<file path="config.mk">
export PLATFORM = sky130hd
export DESIGN_NAME = mmm_pe_scheduler_flat
export DESIGN_NICKNAME = d
export VERILOG_FILES = /design/src/rtl/mmm_pe_scheduler_if.sv /design/src/rtl/mmm_pe_scheduler.sv /design/src/flat_wrapper.sv
export SDC_FILE = /design/constraint.sdc
export NUM_CORES = 1
export LEC_CHECK = 0
export CAP_MARGIN = 25
export CORE_ASPECT_RATIO = 1.75
export CORE_UTILIZATION = 52
export CTS_BUF_LIST = sky130_fd_sc_hd__clkbuf_16
export CTS_CLUSTER_DIAMETER = 30
export DETAILED_ROUTE_END_ITERATION = 16
export GPL_ROUTABILITY_DRIVEN = 0
export GPL_TIMING_DRIVEN = 0
export PLACE_DENSITY = 0.94
export SYNTH_ARGS = -nofsm -noshare
export SYNTH_HDL_FRONTEND = slang
export SYNTH_SLANG_ARGS = --single-unit
export TNS_END_PERCENT = 100
</file>
<file path="constraint.sdc">
create_clock -name clk -period 4.7 [get_ports clk]
set_input_delay 0.47 -clock clk [delete_from_list [all_inputs] [get_ports clk]]
set_output_delay 0.47 -clock clk [all_outputs]
set_load 0.05 [all_outputs]
</file>
<file path="src/rtl/mmm_pe_scheduler_if.sv">
// mmm_pe_scheduler_if: start/operand handshake and PE-array control bundle for the Montgomery PE sequencer
interface mmm_pe_scheduler_if #(
  parameter int N = 12,
  parameter int W = 3
);
  localparam int E = (N + W) / W;
  logic start;
  logic [N-1:0] x_in;
  logic y0;
  logic s_lsb;
  logic busy;
  logic done;
  logic pe_clr;
  logic [E-1:0] pe_en;
  logic [E-1:0] pe_xi;
  logic [E-1:0] pe_c;
  logic [$clog2(N)-1:0] iter;
  modport master (
    output start, x_in, y0, s_lsb,
    input busy, done, pe_clr, pe_en, pe_xi, pe_c, iter
  );
  modport slave (
    input start, x_in, y0, s_lsb,
    output busy, done, pe_clr, pe_en, pe_xi, pe_c, iter
  );
endinterface

</file>
<file path="src/rtl/mmm_pe_scheduler.sv">
// mmm_pe_scheduler: issues one Montgomery iteration every 2 cycles into stage 0 and skews en/xi/c diagonally across the PE array
module mmm_pe_scheduler #(
  parameter int N = 12,
  parameter int W = 3
) (
  input logic clk,
  input logic rst,
  mmm_pe_scheduler_if.slave bus
);
  localparam int E = (N + W) / W;
  localparam int IW = $clog2(N);
  localparam int TW = $clog2(2 * N + E);
  localparam logic [TW-1:0] T_LAST = TW'(2 * N + E - 3);
  localparam logic [TW-2:0] K_LAST = (TW - 1)'(N - 1);
  typedef enum logic [1:0] {IDLE, CLEAR, RUN, DONE} state_t;
  state_t state;
  logic [TW-1:0] t;
  logic [TW-2:0] k;
  logic [N-1:0] x_sh;
  logic [E-1:1] en_d;
  logic [E-1:1] xi_d;
  logic [E-1:1] c_d;
  logic [E-1:0] pe_en;
  logic [E-1:0] pe_xi;
  logic [E-1:0] pe_c;
  logic busy;
  logic done;
  logic pe_clr;
  logic en0;
  logic xi0;
  logic c0;
  assign k = t[TW-1:1];
  assign en0 = state == RUN && !t[0] && k <= K_LAST;
  assign xi0 = en0 & x_sh[0];
  assign c0 = en0 & (bus.s_lsb ^ (x_sh[0] & bus.y0));
  assign pe_en = {en_d, en0};
  assign pe_xi = {xi_d, xi0};
  assign pe_c = {c_d, c0};
  assign bus.pe_en = pe_en;
  assign bus.pe_xi = pe_xi;
  assign bus.pe_c = pe_c;
  assign bus.busy = busy;
  assign bus.done = done;
  assign bus.pe_clr = pe_clr;
  assign bus.iter = k >= K_LAST ? IW'(N - 1) : k[IW-1:0];
  // sequencer: accept, clear the array, run 2N-2+E cycles, pulse done; x shifts out LSB first per issue
  always_ff @(posedge clk or negedge rst)
    if (!rst) begin
      state <= IDLE;
      busy <= 1'b0;
      done <= 1'b0;
      pe_clr <= 1'b1;
      t <= '0;
      x_sh <= '0;
    end else begin
      case (state)
        IDLE: begin
          state <= bus.start ? CLEAR : IDLE;
          busy <= bus.start;
          pe_clr <= bus.start;
          if (bus.start) x_sh <= bus.x_in;
        end
        CLEAR: begin
          state <= RUN;
          pe_clr <= 1'b0;
        end
        RUN: begin
          t <= t + TW'(1);
          if (en0) x_sh <= x_sh >> 1;
          if (t == T_LAST) begin
            state <= DONE;
            done <= 1'b1;
          end
        end
        default: begin
          state <= IDLE;
          busy <= 1'b0;
          done <= 1'b0;
          t <= '0;
        end
      endcase
    end
  // diagonal skew: stage j sees stage 0's en/xi/c exactly j cycles later
  always_ff @(posedge clk or negedge rst)
    if (!rst) begin
      en_d <= '0;
      xi_d <= '0;
      c_d <= '0;
    end else begin
      en_d <= pe_en[E-2:0];
      xi_d <= pe_xi[E-2:0];
      c_d <= pe_c[E-2:0];
    end
endmodule

</file>
<file path="src/flat_wrapper.sv">
// flat-port wrapper written by rule: the top's interface ports become plain ports
module mmm_pe_scheduler_flat 
#(
  parameter int N = 12,
  parameter int W = 3
)
  (clk, rst, bus_start, bus_x_in, bus_y0, bus_s_lsb, bus_busy, bus_done, bus_pe_clr, bus_pe_en, bus_pe_xi, bus_pe_c, bus_iter);
  mmm_pe_scheduler_if #(.N(N), .W(W)) bus_i ();
  input logic clk;
  input logic rst;
  input wire logic [$bits(bus_i.start)-1:0] bus_start;
  input wire logic [$bits(bus_i.x_in)-1:0] bus_x_in;
  input wire logic [$bits(bus_i.y0)-1:0] bus_y0;
  input wire logic [$bits(bus_i.s_lsb)-1:0] bus_s_lsb;
  output wire logic [$bits(bus_i.busy)-1:0] bus_busy;
  output wire logic [$bits(bus_i.done)-1:0] bus_done;
  output wire logic [$bits(bus_i.pe_clr)-1:0] bus_pe_clr;
  output wire logic [$bits(bus_i.pe_en)-1:0] bus_pe_en;
  output wire logic [$bits(bus_i.pe_xi)-1:0] bus_pe_xi;
  output wire logic [$bits(bus_i.pe_c)-1:0] bus_pe_c;
  output wire logic [$bits(bus_i.iter)-1:0] bus_iter;
  assign bus_i.start = bus_start;
  assign bus_i.x_in = bus_x_in;
  assign bus_i.y0 = bus_y0;
  assign bus_i.s_lsb = bus_s_lsb;
  assign bus_busy = bus_i.busy;
  assign bus_done = bus_i.done;
  assign bus_pe_clr = bus_i.pe_clr;
  assign bus_pe_en = bus_i.pe_en;
  assign bus_pe_xi = bus_i.pe_xi;
  assign bus_pe_c = bus_i.pe_c;
  assign bus_iter = bus_i.iter;
  mmm_pe_scheduler #(.N(N), .W(W)) u_core (.clk(clk), .rst(rst), .bus(bus_i));
endmodule
</file>
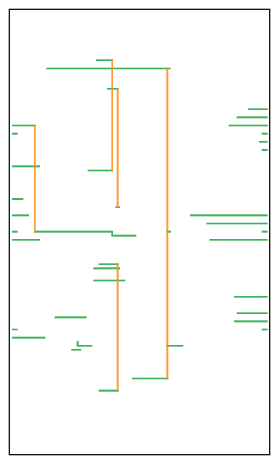
(routed metal, one colour a layer)
(6 px per µm) Only two layers are drawn.
layer	colour	wire length
M4	orange	129 µm
M3	green	168 µm
GRT Util Overall: 24.6%
detailed-route wire length: 3.50 mm
vias after detailed routing: 1,149
Routed WL per cell: 17.7 µm

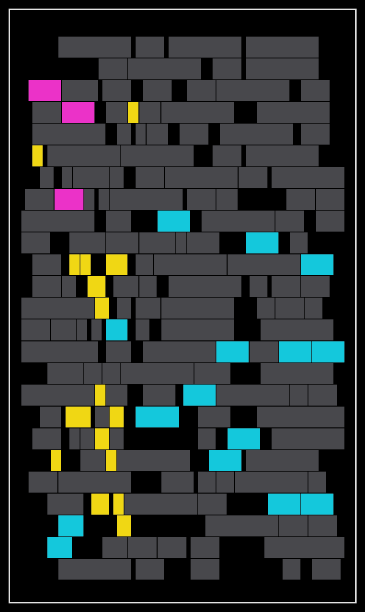
(selected gate families)
(8 px per µm)
family	colour	cells
mux cells	magenta	3
nand cells	yellow	16
non-inverting ao/oa cells	cyan	15
Comb/total area: 26.6%
dominant logic cell type in the layout: clkdlybuf4s50_1
non-filler instance count after layout: 197

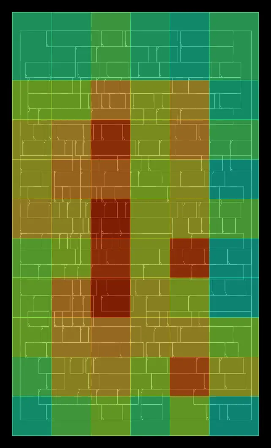
(routing congestion)
Final Util: 78.0%
met3 usage: 6.31%

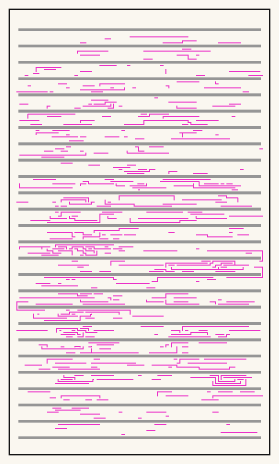
(M1 wires)
(6 px per µm) Supply wires on this layer in grey.
nets with wire on the layer	164
share of all routed wire	35%
global-route met1 utilization: 23.4%

==> reports/qor.yml <==
status: "complete, no violations"
crit_buf_inv: 4
rrSetupSlack_ps: 2770
lay_top_cells: "clkdlybuf4s50_1, dfrtp_1, or2_1, o221a_1, nand2_1"
async_flop_share_pct: 100
p_seq_uw: 485
finalHoldViolCount: 0
simple_gate_area_share_pct: 13.3
grt_pass1_wl_mm: 5.69
ant_nets: 0
drtPass1Iterations: 4
total_power_uw: 1630
power_leader: "combinational logic"
tritoncts: "yes"
route.met3.wl_um: 168
p_int_uw: 974
cts_sinks: 34
cts_buffer_depth: 2
hold_buffers: 0
logic_gate_count: 74
reg.largest.list: "u_core.x_sh x12, u_core.t x5"
synth-main-ff-cell: "dfrtp_1"
core_um2: 2750
grt-busiest-layer: "met2"
slew_headroom_pct: 41.0
most_common_cell: "dfrtp_1"
synth_chip_area_um2: 1540
yosys.area_share.adder_pct: 4.06
slowest_delay_ps: 790
largest_register_ffs: 12
area_delta_synth_final_pct: 39.4
endpoint: "bus_pe_xi[0]"
maxUsedRoutingLayer: "met4"
worstSkewPairLatency_ps: 280
place_area_um2: 1980
finalMaxSlewViolations: 0
fill_cells: 199
worstSetupStartpoint: "u_core.state[0]"
r2r-start: "u_core.state[0]"
p_comb_uw: 780
ys_seq_share_pct: 55.3
syn_inst: 123
switchingPower_uw: 657
tightest_slew_ps: 882
warnings: 29
tap_cells: 27
yosysCellCount: 123
met2WireLength_mm: 1.98
clock-root-buffer: "clkbuf_16"
critPathLaunchType: "flip-flop"
fp_nets: 145
initCoreUtil_pct: 56.0
synthAoiAreaFrac_pct: 17.1
p_leak_uw: 0.000927
r2r-end: "u_core.x_sh[6]"
path_delay_family: "buffers and inverters"
edf_count: 0
ys_top_logic_family: "AND-OR/OR-AND gates"
drive_gt1_share_pct: 16.5
cp-end-kind: "output port"
ir_drop_v: 0.000453
clock_skew_ps: 3.01
buffers_excl_clock: 49
cap_violations: 0
buffer_area_share_pct: 23.5
crit_type: "reg2out"
clkPwrFrac_pct: 22.4
cts_buffers: 5
final_nets: 191
n_antenna_cell: 0
sh_seq_area_pct: 39.7
fmax_mhz: 329
worst_slack_ps: 1660
met1_length_mm: 1.21
synthMuxAreaShare_pct: 2.11
grt_max_degree: 19
path_cells: "inv_1 > ha_1 > inv_2 > nor2_1 > and2_1 > buf_4 > clkdlybuf4s50_1"
ff_count: 34
comb_area_um2: 572
die_y_um: 74.0
use_met2_pct: 46.3
